--- src/rtl/exec_pkg.sv ---
// rtl/exec_pkg.sv - shared opcode, state and writeback-select encodings for the exec sequencer
package exec_pkg;

  localparam logic [6:0] OPC_OP     = 7'b0110011;
  localparam logic [6:0] OPC_OP_IMM = 7'b0010011;
  localparam logic [6:0] OPC_LOAD   = 7'b0000011;
  localparam logic [6:0] OPC_STORE  = 7'b0100011;
  localparam logic [6:0] OPC_BRANCH = 7'b1100011;
  localparam logic [6:0] OPC_JAL    = 7'b1101111;
  localparam logic [6:0] OPC_JALR   = 7'b1100111;
  localparam logic [6:0] OPC_LUI    = 7'b0110111;
  localparam logic [6:0] OPC_AUIPC  = 7'b0010111;

  typedef enum logic [2:0] {
    ST_FETCH  = 3'd0,
    ST_DECODE = 3'd1,
    ST_EXEC   = 3'd2,
    ST_MEM    = 3'd3,
    ST_WB     = 3'd4,
    ST_TRAP   = 3'd5
  } state_t;

  localparam logic [1:0] WB_ALU = 2'b00;
  localparam logic [1:0] WB_MEM = 2'b01;
  localparam logic [1:0] WB_PC4 = 2'b10;

endpackage

--- src/rtl/exec_opdecode.sv ---
// rtl/exec_opdecode.sv - combinational RV32I opcode classifier feeding the per-instruction registers
module exec_opdecode
  import exec_pkg::*;
(
  input  logic [6:0] opcode,
  output logic       alu_src,
  output logic [1:0] wb_sel,
  output logic       needs_mem,
  output logic       mem_we,
  output logic       is_branch,
  output logic       legal
);

  always_comb begin
    alu_src   = 1'b0;
    wb_sel    = WB_ALU;
    needs_mem = 1'b0;
    mem_we    = 1'b0;
    is_branch = 1'b0;
    legal     = 1'b1;
    case (opcode)
      OPC_OP: alu_src = 1'b0;
      OPC_OP_IMM, OPC_LUI, OPC_AUIPC: alu_src = 1'b1;
      OPC_LOAD: begin
        alu_src   = 1'b1;
        wb_sel    = WB_MEM;
        needs_mem = 1'b1;
      end
      OPC_STORE: begin
        alu_src   = 1'b1;
        needs_mem = 1'b1;
        mem_we    = 1'b1;
      end
      OPC_BRANCH: is_branch = 1'b1;
      OPC_JAL, OPC_JALR: begin
        alu_src = 1'b1;
        wb_sel  = WB_PC4;
      end
      default: legal = 1'b0;
    endcase
  end

endmodule

--- src/rtl/exec_sequencer.sv ---
// rtl/exec_sequencer.sv - multi-cycle fetch/decode/execute/memory/writeback control FSM
module exec_sequencer
  import exec_pkg::*;
(
  input  logic       clk,
  input  logic       rst,
  input  logic [6:0] opcode,
  input  logic       imem_ready,
  input  logic       dmem_ready,
  output logic       imem_req,
  output logic       dmem_req,
  output logic       dmem_we,
  output logic       ir_load,
  output logic       alu_src,
  output logic       reg_write,
  output logic [1:0] wb_sel,
  output logic       pc_update,
  output logic       illegal,
  output logic [2:0] state
);

  state_t     state_q, state_d;
  logic       alu_src_q, alu_src_d;
  logic [1:0] wb_sel_q, wb_sel_d;
  logic       dmem_we_q, dmem_we_d;
  logic       needs_mem_q, needs_mem_d;
  logic       is_branch_q, is_branch_d;
  logic       illegal_q, illegal_d;

  logic       dec_alu_src;
  logic [1:0] dec_wb_sel;
  logic       dec_needs_mem;
  logic       dec_mem_we;
  logic       dec_is_branch;
  logic       dec_legal;

  exec_opdecode u_opdecode (
    .opcode    (opcode),
    .alu_src   (dec_alu_src),
    .wb_sel    (dec_wb_sel),
    .needs_mem (dec_needs_mem),
    .mem_we    (dec_mem_we),
    .is_branch (dec_is_branch),
    .legal     (dec_legal)
  );

  always_ff @(posedge clk) begin
    if (rst) begin
      state_q     <= ST_FETCH;
      alu_src_q   <= 1'b0;
      wb_sel_q    <= WB_ALU;
      dmem_we_q   <= 1'b0;
      needs_mem_q <= 1'b0;
      is_branch_q <= 1'b0;
      illegal_q   <= 1'b0;
    end else begin
      state_q     <= state_d;
      alu_src_q   <= alu_src_d;
      wb_sel_q    <= wb_sel_d;
      dmem_we_q   <= dmem_we_d;
      needs_mem_q <= needs_mem_d;
      is_branch_q <= is_branch_d;
      illegal_q   <= illegal_d;
    end
  end

  // Instruction class is captured once in DECODE so later states never look at opcode.
  always_comb begin
    state_d     = state_q;
    alu_src_d   = alu_src_q;
    wb_sel_d    = wb_sel_q;
    dmem_we_d   = dmem_we_q;
    needs_mem_d = needs_mem_q;
    is_branch_d = is_branch_q;
    illegal_d   = illegal_q;
    case (state_q)
      ST_FETCH: begin
        if (imem_ready) state_d = ST_DECODE;
      end
      ST_DECODE: begin
        alu_src_d   = dec_alu_src;
        wb_sel_d    = dec_wb_sel;
        dmem_we_d   = dec_mem_we;
        needs_mem_d = dec_needs_mem;
        is_branch_d = dec_is_branch;
        if (dec_legal) begin
          state_d = ST_EXEC;
        end else begin
          state_d   = ST_TRAP;
          illegal_d = 1'b1;
        end
      end
      ST_EXEC: begin
        if (is_branch_q)      state_d = ST_FETCH;
        else if (needs_mem_q) state_d = ST_MEM;
        else                  state_d = ST_WB;
      end
      ST_MEM: begin
        if (dmem_ready) state_d = dmem_we_q ? ST_FETCH : ST_WB;
      end
      ST_WB:   state_d = ST_FETCH;
      ST_TRAP: state_d = ST_TRAP;
      default: state_d = ST_FETCH;
    endcase
  end

  // Requests and strobes are forced low during the reset cycle, whatever state is held.
  always_comb begin
    imem_req  = 1'b0;
    dmem_req  = 1'b0;
    dmem_we   = 1'b0;
    ir_load   = 1'b0;
    reg_write = 1'b0;
    pc_update = 1'b0;
    if (!rst) begin
      case (state_q)
        ST_FETCH: begin
          imem_req = 1'b1;
          ir_load  = imem_ready;
        end
        ST_EXEC: pc_update = is_branch_q;
        ST_MEM: begin
          dmem_req  = 1'b1;
          dmem_we   = dmem_we_q;
          pc_update = dmem_ready & dmem_we_q;
        end
        ST_WB: begin
          reg_write = 1'b1;
          pc_update = 1'b1;
        end
        default: ;
      endcase
    end
  end

  assign alu_src = alu_src_q;
  assign wb_sel  = wb_sel_q;
  assign illegal = illegal_q;
  assign state   = state_q;

endmodule

--- config.mk ---
export PLATFORM = sky130hd
export DESIGN_NAME = exec_sequencer
export DESIGN_NICKNAME = d
export VERILOG_FILES = /design/src/rtl/exec_pkg.sv /design/src/rtl/exec_opdecode.sv /design/src/rtl/exec_sequencer.sv
export SDC_FILE = /design/constraint.sdc
export NUM_CORES = 1
export LEC_CHECK = 0
export CAP_MARGIN = 30
export CORE_MARGIN = 2
export CORE_UTILIZATION = 27
export DETAILED_ROUTE_END_ITERATION = 10
export PLACE_DENSITY = 0.62
export SYNTH_ARGS = -nofsm -noshare
export SYNTH_HDL_FRONTEND = slang
export SYNTH_SLANG_ARGS = --single-unit
--- constraint.sdc ---
create_clock -name clk -period 3.7 [get_ports clk]
set_input_delay 0.74 -clock clk [delete_from_list [all_inputs] [get_ports clk]]
set_output_delay 0.74 -clock clk [all_outputs]
set_load 0.005 [all_outputs]
==> impl_metrics.json, run 1 <==
{
  "status": "complete, no violations",
  "cts_max_level": 1,
  "setup_tns_ns": 0,
  "crit_fanout": 12,
  "fp_nets": 90,
  "hold_viol_final": 0,
  "ir_drop_mv": 0.214,
  "synth_cells": 79,
  "ys_ff": 10,
  "cap_viol_max_count": 0,
  "cp-end-kind": "output pin",
  "cts_hold_buf": 0,
  "ff_latch_area_um2": 200,
  "power.leakage_nw": 0.302,
  "worstReg2RegStart": "state[0]$_SDFFE_PP0P_",
  "flop_cell": "dfxtp_1",
  "fillCellCount": 234,
  "path_class": "input port to output pin",
  "placed_area_um2": 870,
  "holdPathStages": 2,
  "logic_area_um2": 393,
  "final_cell_count_no_fill": 129,
  "utilization_pct": 40.3,
  "drt-initial-drc-count": 12,
  "fp_util_pct": 28.6,
  "post_cts_buffers": 0,
  "nets": 114,
  "edf_count": 0,
  "fmax_mhz": 342,
  "clkTransAtPathRegs_ns": 0.06,
  "port_buffers": 23,
  "place_congestion": 0.822,
  "post_cts_resized": 0,
  "crit_path_frequent_cell": "clkdlybuf4s50_1",
  "worst_pin_slew_ns": 0.447,
  "clk_path_buf_depth": 2,
  "ys_chip_area_um2": 632,
  "die-width_um": 52.4,
  "grt_pass1_wl_um": 2440,
  "drive_above_1_share_pct": 7.92,
  "netlist_area_um2": 632,
  "finalCritPeriodShare_pct": 78.9,
  "worstHoldStart": "alu_src$_SDFFE_PP0P_",
  "fin_crit_ns": 2.92
}
[run 1: cell families after synthesis]
logic type	count (synthesis)	share of synthesized area, %
buffers and inverters	6	6.14
flip-flops	10	31.7
AND/OR/NAND/NOR	39	37.8
AND-OR/OR-AND	24	24.4
[run 1: layer usage]
| layer | share of wire, % | global-route usage [%] |
|---|---|---|
| met3 | 6.8 | 5.43 |
| met4 | 0.80 | 5.13 |
| met1 | 50 | 16.5 |
| met5 | 0 | 0 |
| met2 | 43 | 16.5 |
[run 1: worst max-delay path by stage]
stage | end | slack [ns] | start | cells past startpoint
final | dmem_we | 0.78 | rst | 5
after global routing | dmem_we | 0.67 | rst | 5
after CTS | dmem_we | 0.77 | rst | 5
after detailed placement | dmem_we | 0.77 | rst | 5
after global placement | dmem_we | 0.78 | rst | 5
after floorplan | ir_load | 1.77 | rst | 2
[run 1: layout by cell type, fill, tap and decap left out, drive strengths merged, types with 2 or more instances in the layout]
cell type,instances
a21oi,12
and2,2
clkbuf,3
clkdlybuf4s50,23
dfxtp,10
nand2,7
nand2b,2
nand4b,2
nor2,6
nor3,5
nor4,6
o21ai,2
o21ba,2
[run 1: where the power goes]
| part | total (mW) | switching, mW | leakage [nW] | internal [mW] |
|---|---|---|---|---|
| Sequential | 0.118 | 0.00639 | 0.0812 | 0.111 |
| Clock | 0.0718 | 0.0343 | 0.0138 | 0.0374 |
| Combinational | 0.0576 | 0.0258 | 0.207 | 0.0318 |
| Total | 0.247 | 0.0666 | 0.302 | 0.180 |
[run 1: final cells by class]
cell class              count  area share, %
clock buffers               3           2.52
inverters                   1          0.421
multi-input cells          63           44.0
flip-flops and latches     10           22.4
well taps                  28           3.93
repair buffers             24           26.6
[run 1: worst register-to-register path, stage by stage (launching register included)]
cell     delay, ns
dfxtp_1       0.57
or3b_1        0.58
nor4_1        0.29
a21oi_1       0.07
nor2_1        0.09
[run 1: sequential cells by signal, indices dropped and copies added, names as in the netlist]
signal,count
state,3
dmem_we_q,1
is_branch_q,1
needs_mem_q,1
wb_sel,2
alu_src,1
illegal,1
[run 1: synthesized netlist by cell type, types with 2 or more instances]
library cell  count  area share, %
a21oi_1          12            9.5
buf_6             2            3.6
nor4_1            6            5.9
nor3_1            5            4.0
nand4b_1          2            2.8
nor2_1            5            3.0
dfxtp_1          10             32
o21ai_0           2            1.6
and2_1            2            2.0
nand2b_1          2            2.0
nand2_1           7            4.2
o21ba_2           2            3.2
clkbuf_1          2            1.2
[run 1: through the flow]
stage / setup slack [ns] / hold WS [ns]
5_1_grt: 0.667 / 0.481
4_1_cts: 0.769 / 0.467
6_report: 0.779 / 0.459
3_3_place_gp: 0.779 / 0.456
3_5_place_dp: 0.769 / 0.453
2_1_floorplan: 1.77 / 0.448
### Sequential cells grouped by signal name, run 1

Other sequential cells in the stronger grey, the rest of the logic in the fainter grey.
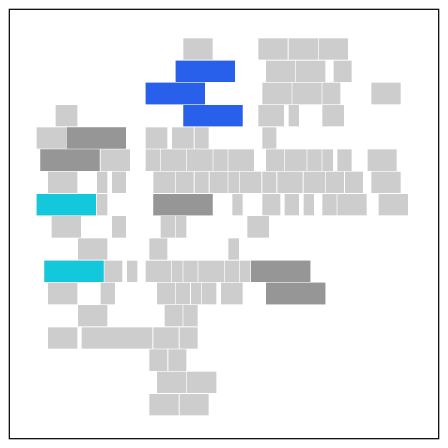
| name in the netlist | colour | sequential cells |
|---|---|---|
| state | blue | 3 |
| wb_sel | cyan | 2 |
not coloured: 5

### The metal 3 layer, run 1

Bar = 20 µm.
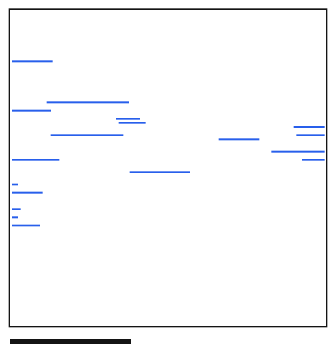
share of all routed wire: 6.8%
longest straight run: 13.3 µm
wire length on this layer: 102 µm
vias: 657
M3 GR Usage: 5.43%
drt total wl: 1510 µm

### Routed metal, one colour a layer, run 1

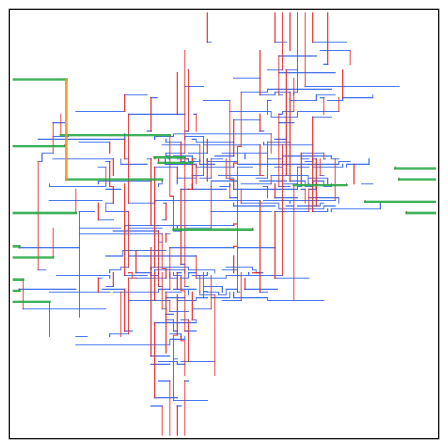
| layer | colour | wire length |
|---|---|---|
| met3 | green | 102 µm |
| met4 | orange | 12.2 µm |
| met2 | red | 644 µm |
| met1 | blue | 747 µm |
wire length per cell: 11.7 µm
Total Routing Usage GR: 12.2%

### Clock wires, drivers and flops, run 1

Bar = 20 µm.
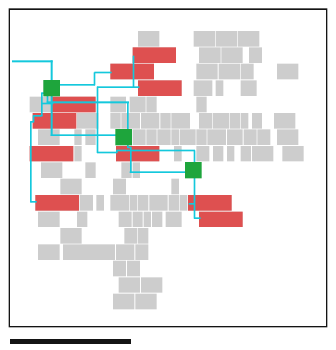

==> inputs of run 2 (changes only) <==
- clock period: 3.7 -> 3.05 ns (I/O delays scaled with it)
### Clock wires, drivers and flops, run 2

Bar = 20 µm.
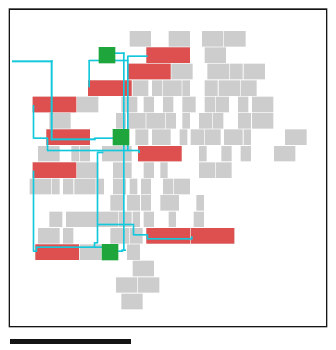
[clock wires] cyan | length: 187 µm
[flip-flops] red | count: 10
[cells driving clock nets] green | count: 3
routed clock nets: 4

==> run 2 against run 1 <==
Against the previous run:
- clock skew shrank 0.0013 ns
- hold slack gained 0.0019 ns
- cell area grew 1.5%
- combinational power increased by 21%
- clock power up 77%
- global-route usage fell by 0.074 points
- critical endpoint is now ir_load
==> impl_metrics.json, run 2 <==
{
  "status": "complete, no violations",
  "power.share.switching_pct": 27.5,
  "clkTransAtPathRegs_ns": 0.07,
  "wl_per_cell_um": 11.5,
  "netlist_area_um2": 632,
  "crit_fanout": 3,
  "path_class": "input port to output pin",
  "clk_path_buf_depth": 2,
  "port_buffers": 23,
  "lay_top_cells": "23 x clkdlybuf4s50_1, 12 x a21oi_1, 10 x dfxtp_1",
  "fmax_mhz": 389,
  "nets": 114,
  "worstHoldStart": "alu_src$_SDFFE_PP0P_",
  "yosys.area_share.simple_pct": 37.8,
  "edf_count": 0,
  "synth.most_common_cell": "a21oi_1",
  "grt_pass1_wl_um": 2460,
  "ys_sh_mux_pct": 0,
  "pwr-share-comb_pct": 20.5,
  "logic_family": "simple AND/OR/NAND/NOR gates",
  "fa_ha_area_share_pct": 0,
  "crit_path_frequent_cell": "clkdlybuf4s50_1",
  "ys_ff": 10,
  "top_area_share_pct": 31.7,
  "synth_cells": 79,
  "post_cts_resized": 0,
  "drive_above_1_share_pct": 8.82,
  "worst_pin_slew_ns": 0.441,
  "p_clk_share_pct": 37.6,
  "grt_use_total_pct": 12.1,
  "worstReg2RegStart": "state[0]$_SDFFE_PP0P_",
  "ir_drop_mv": 0.203,
  "fp_nets": 90,
  "fin_crit_ns": 2.57,
  "cts_max_level": 1,
  "cp-end-kind": "output pin",
  "flop_cell": "dfxtp_1",
  "ys_sh_aoi_pct": 24.4,
  "fp_util_pct": 28.6,
  "drt-initial-drc-count": 12
}
==> run 2: critical path, delay by kind of cell <==
kind | cells | cell delay (ns)
buffers and inverters | 2 | 0.94
and+or+nand+nor | 2 | 0.41
==> run 2: metrics by stage <==
stage          utilization, %  cells  instance area (µm²)  worst slack, ns  power, mW
6_report                 41.0    130                  906            0.477      0.339
5_1_grt                  41.0    130                  906            0.328      0.355
4_1_cts                  41.0    130                  906            0.472      0.342
3_5_place_dp             39.3    126                  870            0.475      0.215
3_3_place_gp             39.3    126                  870            0.498      0.215
2_1_floorplan               -     79                  632             1.36      0.182
==> run 2: routing by layer <==
metal | vias up | wire length (µm) | GRT usage, %
li1 | 341 | - | -
met1 | 302 | 682 | 15.4
met2 | 26 | 668 | 17.7
met3 | 5 | 102 | 2.57
met4 | 0 | 45 | 8.97
met5 | - | 0 | 0
==> run 2: layout make-up <==
type | count | area (µm²)
fillers | 250 | 1310
well taps | 28 | 35.0
inverters | 1 | 3.75
repair buffers | 24 | 238
flip-flops and latches | 10 | 200
clock buffers | 4 | 36.3
multi-input cells | 63 | 393
==> run 2: cell families (layout without fill, tap and decap cells) <==
logic type	after synthesis	after routing
compound gates	24	24
buf+inv	6	29
flops	10	10
simple gates	39	39
==> run 2: worst max path at each step <==
| stage | endpoint | slack [ns] | start |
|---|---|---|---|
| final | ir_load | 0.48 | rst |
| after global routing | ir_load | 0.33 | rst |
| after CTS | ir_load | 0.47 | rst |
| after detailed placement | ir_load | 0.47 | rst |
| after global placement | reg_write | 0.50 | rst |
| after floorplan | ir_load | 1.36 | state[0]$_SDFFE_PP0P_ |
==> run 2: power groups by stage <==
stage                     Combinational, mW  Clock (mW)  Sequential [mW]
after CTS                            0.0703       0.130            0.142
after global routing                 0.0765       0.136            0.143
after detailed placement             0.0701           0            0.145
after global placement               0.0700           0            0.145
final                                0.0697       0.127            0.142
after floorplan                      0.0410           0            0.141
Power and IR drop assume default switching activity.
